Design draw_sequencer_flat, sky130hd; sources not shown.
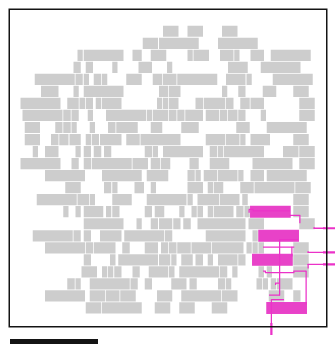
Run 1: I/O nets highlighted
Bar = 20 um.
legend:
  magenta:
    port: `draw_value`
    bits: 4
    direction: output
    edge: 3 east, 1 south
    end_cells: 4
    buffers: 4
    wire: 80.4 um
# port buffers: 37
io pins: 38

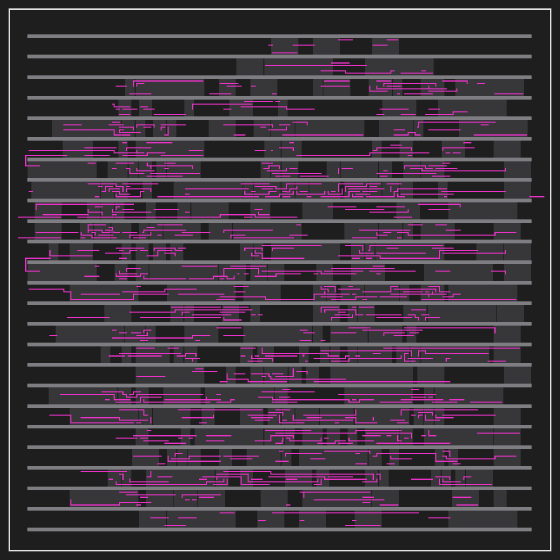
Run 1: the metal 1 layer
Supply wires on this layer in gray. Cells faint in the background.
share of all routed wire: 48%
wire length on this layer: 2050 um
main direction: horizontal
final WL: 4296 um
met1 GRT Util: 23.70%

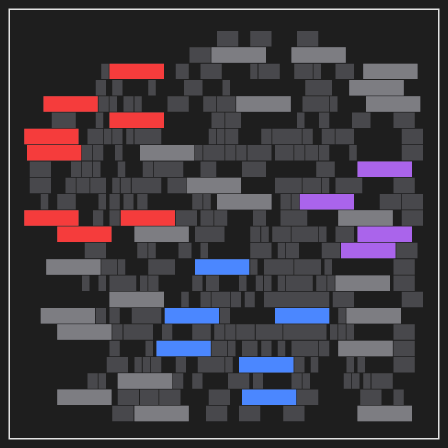
Run 1: sequential cells grouped by signal name
Other sequential cells in the stronger gray, the rest of the logic in the fainter gray.
legend:
  blue:
    signal: `u_core.u_stats.sum`
    sequential_cells: 6
    where: south
  red:
    signal: `u_core.r_tmo_cnt`
    sequential_cells: 8
  purple:
    signal: `u_core.u_stats.max_value`
    sequential_cells: 4
    where: east
not colored: 22
Reg area: 1001 um^2
final core utilization: 59.80%

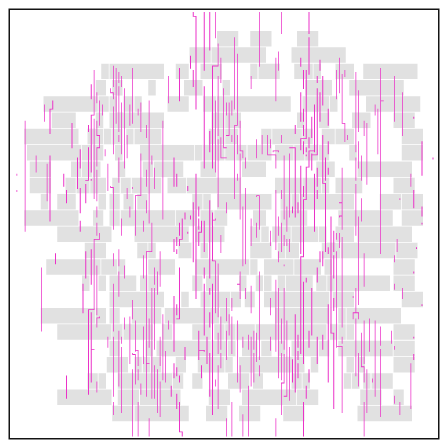
Run 1: the metal 2 layer
Cells faint in the background.
main direction: vertical
share of all routed wire: 47%
wire length on this layer: 2020 um
nets with wire on the layer: 227
longest straight run: 30.9 um
met2 Track Usage GR: 28.60%
via count: 1696

==> impl_metrics.ini, run 1 <==
; yosys + openroad results
[job]
maxCapViolations = 0

[yosys]
synth-edff-count = 0
synth_stat.cells = 212
synthTopCellsByCount = dfrtp_1, nand2_1, nand3_1
syn-mean-instance-area_um2 = 9.655
largest_area_cell = dfrtp_1
top_cell = dfrtp_1
ys_types = 38
yosys_warnings = 0
synth.top_cell.area_share_pct = 48.90
yosysSeqAreaShare_pct = 48.90
synth-seq-cells = 40
syn_area_um2 = 2047
yosys-top-cells-area = dfrtp_1, ha_1, nand2_1
ys_area_um2 = 2047
ff_type = dfrtp_1
fp_nets = 235
synth_cells = 212

[setup_path]
crit_fanout = 9
cpMaxStageDelayCell = clkdlybuf4s50_1
worst_r2r_path_depth = 5
crit_path_end_kind = primary output
crit_path_cell_trace = clkbuf_1 > nand2_1 > inv_1 > clkdlybuf4s50_1
setup.worst_path.start_class = register

[grt]
grt_usage_pct = 18.38
grt-ovfl-total = 0
antenna_found_initial = 0
grt_pass1_wl_um = 7148
grt_pass1_vias = 1586
grt_max_degree = 41

[cells_and_area]
largest_register_ffs = 8
layout-drive-gt1-share_pct = 5.447
fill_cells = 380
antenna_cells = 0

[floorplanning]
dieHeight_um = 71.45
rows = 24
die_x_um = 71.45
initCoreUtil_pct = 47.01
fp.dieArea_um2 = 5104

[clock_network]
clock-root-buffer = clkbuf_8
cts.path.max_buffers = 2
htree_levels = 2
cts_tree = built
clkSlewWorstSetupHoldPaths_ns = 0.08

[sta]
slew_viol_final = 0
max_freq_mhz = 424.8
rsz0062_at_grt = no
worst_slew_pin_slew_ns = 0.8896
skew_ns = 0.007781
setup_viol = 0

[outcome]
status = finished, final reports clean

[routing]
routed_via_density = 5.489
first_iter_violations = 102
drc = 0
wl_per_cell_um = 13.90
ant_nets = 0

[power_and_ir_drop]
p_leak_uw = 0.001226
ir_drop_v = 0.0003400
powerDensity_nw_per_um2 = 871.5

[place]
gp_congestion = 0.8140
-- run 1: through the flow --
| stage | hold WS, ns | area [um^2] | total power, uW | worst slack, ns | instances |
|---|---|---|---|---|---|
| after floorplan | 0.1694 | 2047 | 1397 | 1.405 | 212 |
| after global placement | 0.4607 | 2482 | 1793 | 0.5494 | 301 |
| after detailed placement | 0.4663 | 2477 | 1818 | 0.5429 | 301 |
| after CTS | 0.3267 | 2604 | 2289 | 0.7238 | 309 |
| after global routing | 0.3682 | 2604 | 2430 | 0.5890 | 309 |
| final | 0.2928 | 2604 | 2269 | 0.7458 | 309 |
-- run 1: logic make-up (layout without fill, tap and decap cells) --
logic type	count (synthesis)	count (layout)	share of synthesized area (%)
DFF	40	40	48.90
xor gates and xnor gates	5	5	2.140
adders and majority gates	15	15	9.536
buffers and inverters	20	65	4.095
and+or+nand+nor	78	78	17.91
AOI/OAI and AO/OA	52	52	16.38
muxes	2	2	1.039
-- run 1: per-layer routing --
layer  up-vias  wire (um)  GRT usage [%]  part of all wire, %
met4         0         65          7.338                  1.5
met1       825       2049          23.70                   48
met3         8        161          3.657                  3.7
met5         -          0              -                    0
met2        34       2019          28.60                   47
li1        829          -              -                    -
-- run 1: layout by cell type (no fill, tap or decap), drive strengths merged, types with 2 or more instances in the layout --
| cell type | synthesis | final |
|---|---|---|
| dfrtp | 40 | 40 |
| clkdlybuf4s50 | 0 | 36 |
| nand2 | 33 | 33 |
| nand3 | 19 | 19 |
| o21ai | 16 | 16 |
| a21oi | 15 | 15 |
| ha | 14 | 14 |
| inv | 13 | 13 |
| a22o | 11 | 11 |
| clkbuf | 4 | 11 |
| nor2 | 9 | 9 |
| nand2b | 4 | 4 |
| buf | 3 | 4 |
| nor2b | 3 | 3 |
| xor2 | 3 | 3 |
| o21bai | 2 | 2 |
| a21o | 2 | 2 |
| xnor2 | 2 | 2 |
| nor3 | 2 | 2 |
-- run 1: area by class of cell --
type                       count  share of cell area, %
clock inverter                 1                  1.153
multi-input combinational    152                  36.95
clock buffer                   7                  3.700
tap                           52                  2.499
sequential                    40                  38.44
inverter                      13                  1.874
timing repair buffer          37                  14.03
buffer                         7                  1.346
-- run 1: power by group --
part	internal (uW)	total (uW)	switching, uW
Clock	284	468	184
Combinational	470	1030	559
Sequential	661	772	111
-- run 1: critical path, delay by kind of cell (launching register included) --
kind,cells,cell delay [ns]
and+or+nand+nor,1,0.20
buffers and inverters,3,1.05
DFF,1,0.35
Run 1, routing congestion:
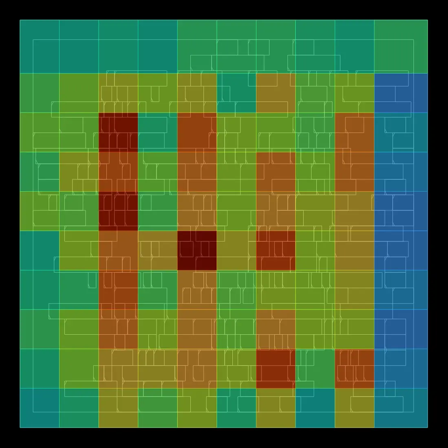

==> run 1 -> run 2 <==
--- a/config.mk
+++ b/config.mk
@@ -5,7 +5,7 @@
 export SDC_FILE = /design/constraint.sdc
 export NUM_CORES = 1
 export LEC_CHECK = 0
-export ABC_CLOCK_PERIOD_IN_PS = 3100
+export ABC_CLOCK_PERIOD_IN_PS = 2400
 export CAP_MARGIN = 20
 export CORE_MARGIN = 2
 export CORE_UTILIZATION = 45
==> constraint.sdc (replaced) <==
create_clock -name clk -period 2.4 [get_ports clk]
set_input_delay 0.36 -clock clk [delete_from_list [all_inputs] [get_ports clk]]
set_output_delay 0.36 -clock clk [all_outputs]
set_load 0.02 [all_outputs]
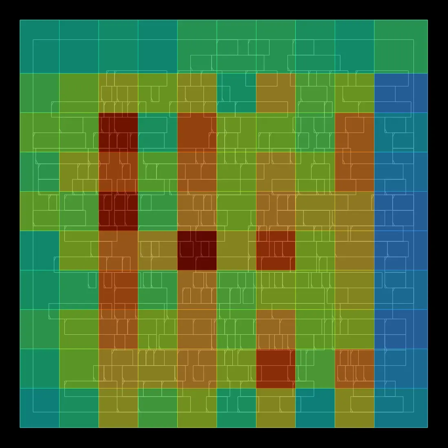
Run 2: routing congestion
met3 Use GR: 3.657%
final core utilization: 59.97%

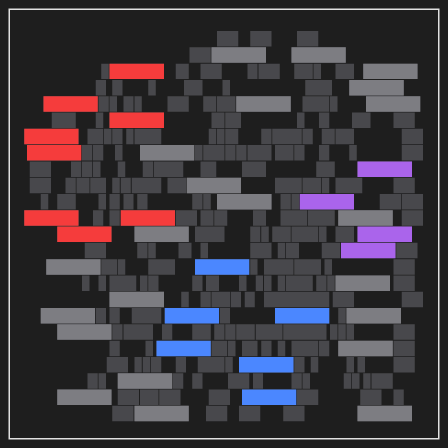
Run 2: sequential cells grouped by signal name
Other sequential cells in the stronger gray, the rest of the logic in the fainter gray.
legend:
  red:
    signal: `u_core.r_tmo_cnt`
    sequential_cells: 8
  blue:
    signal: `u_core.u_stats.sum`
    sequential_cells: 6
    where: south
  purple:
    signal: `u_core.u_stats.max_value`
    sequential_cells: 4
    where: east
not colored: 22
fraction of area in registers: 38.33%
Seq power: 997 uW

==> run 2 against run 1 <==
Against the previous run: global-route usage is the same; sequential share of layout area decreased by 0.11 points; total power grew 29%; worst hold slack got worse by 0.11 ns; highest routed layer unchanged; non-clock buffer count stayed put; critical path depth unchanged; final cell count unchanged; synthesized cell count did not move; wire length up 0.16%.
==> impl_metrics.ini, run 2 <==
; yosys + openroad results
[grt]
antenna_found_initial = 0
grt_max_degree = 41
grt-ovfl-total = 0
grt_pass1_wl_um = 7148
grt_usage_pct = 18.38
grt_pass1_vias = 1586

[setup_path]
required_ns = 2.04
crit_arrival_ns = 1.78
cp.depth = 4
worst_r2r_path_depth = 5
critPathBufInv = 3
crit_path_end_kind = primary output
crit_path_cell_trace = inv_1 > nand2_1 > inv_1 > clkdlybuf4s50_1
rrSetupSlack_ns = 0.52
critPathMaxStageDelay_ns = 0.62
crit_fanout = 7
crit_type = register to primary output
setup.worst_path.start_class = register
crit_family = buffers and inverters
cpMostUsedCell = inv_1
cpMaxStageDelayCell = clkdlybuf4s50_1

[clock_network]
ctsResizeCount = 0
clk_latency_ns = 0.30
cts_buffers = 5
postCtsHoldBufs = 0
cts_tree = built
cts_sinks = 40
cts.path.max_buffers = 2
htree_levels = 2
clkSlewWorstSetupHoldPaths_ns = 0.08
clock-root-buffer = clkbuf_8
cts_setup_buffers = 0

[cells_and_area]
nNetsFinal = 279
layout_top_cell = dfrtp_1
layout_top_cells = dfrtp_1, clkdlybuf4s50_1, nand2_1
layout-drive-gt1-share_pct = 6.226
largest_register_ffs = 8
final_cells = 309
area_delta_synth_final_pct = 27.57
antenna_cells = 0

[job]
warnings = 27
maxCapViolations = 0

[yosys]
yosys_warnings = 0
ff_type = dfrtp_1
synthTopCellsByCount = dfrtp_1, nand2_1, nand3_1
ys_types = 38
synth-edff-count = 0
ys_area_um2 = 2047
fp_nets = 235
yosys-top-cells-area = dfrtp_1, ha_1, nand2_1
synth_cells = 212
synth-seq-cells = 40
syn_area_um2 = 2047
async_flop_share_pct = 100.0
yosysSeqAreaShare_pct = 48.90
largest_area_cell = dfrtp_1
syn-mean-instance-area_um2 = 9.655
synth.top_cell.area_share_pct = 48.90
top_cell = dfrtp_1
synth_stat.cells = 212

[sta]
slew_viol_final = 0
max_freq_mhz = 467.9
worst_slew_pin_slew_ns = 0.8890
maxSlewHeadroom_pct = 40.73
setup_viol = 0
hold_viol = 0
fin_crit_ns = 2.137
rsz0062_at_grt = no
fin_ws_ns = 0.2626
skew_ns = 0.007724
fin_crit_sh_pct = 89.06

[routing]
wl_um = 4303
drtPass1Iterations = 4
wl_per_cell_um = 13.93
routed_via_density = 5.450
first_iter_violations = 104
drc = 0
ant_nets = 0
vias = 1684

[power_and_ir_drop]
p_leak_uw = 0.001230
ir_drop_v = 0.0004392
power_uw = 2935
powerDensity_nw_per_um2 = 1124

[place]
dp_slack_ns = -0.05209
dpl.hpwl_um = 3071
gp_congestion = 0.8140
numPortBuffers = 37
dp_cells = 301

[floorplanning]
dieHeight_um = 71.45
fp.dieArea_um2 = 5104
initCoreUtil_pct = 47.01
rows = 24
num_io_pins = 38
coreArea_um2 = 4354
die_x_um = 71.45

[outcome]
status = finished, final reports clean

[worst_hold_path]
hold_class = input pin to async pin
-- run 2: cell counts after synthesis --
Identical to the previous run, type by type.
-- run 2: power breakdown --
part / internal [uW] / leakage, uW / total (uW) / switching (uW)
Combinational: 609 / 0.000625 / 1330 / 723
Clock: 367 / 0.0000645 / 605 / 238
Sequential: 853 / 0.000541 / 997 / 144
Total: 1830 / 0.00123 / 2930 / 1100
-- run 2: cells by family after synthesis --
group | count (synthesis) | share of synthesized area [%]
compound gates | 52 | 16.38
xor+xnor | 5 | 2.140
fa+ha+maj | 15 | 9.536
buf+inv | 20 | 4.095
flops | 40 | 48.90
mux | 2 | 1.039
simple gates | 78 | 17.91
-- run 2: cell type report --
| type | count | area [um^2] |
|---|---|---|
| Inverter | 13 | 48.80 |
| Timing Repair Buffer | 37 | 365.4 |
| Multi-Input combinational cell | 152 | 968.4 |
| Sequential cell | 40 | 1001 |
| Clock inverter | 1 | 30.03 |
| Clock buffer | 7 | 96.34 |
| Tap cell | 52 | 65.06 |
| Fill cell | 380 | 1743 |
| Buffer | 7 | 36.28 |
-- run 2: worst reg2reg max path, stage by stage (launching register included) --
cell      delay [ns]
dfrtp_1         0.38
clkbuf_2        0.17
nor3b_1         0.50
a21oi_1         0.21
a31oi_1         0.36
a22o_1          0.20
-- run 2: layer usage --
metal  vias up  GRT usage (%)  routed length, um
met4         0          7.338                 67
li1        831              -                  -
met3         8          3.657                152
met1       813          23.70               2046
met5         -              -                  0
met2        32          28.60               2037
-- run 2: through the flow --
step | hold slack [ns] | setup TNS (ns) | cell area (um^2)
CTS | 0.2217 | 0 | 2604
detailed placement | 0.4663 | -0.07353 | 2477
global route | 0.2632 | 0 | 2611
floorplan | 0.06441 | 0 | 2047
finish | 0.1861 | 0 | 2611
global placement | 0.4607 | -1.746 | 2482
No activity file was given, so power comes from the tool's default toggle rates.
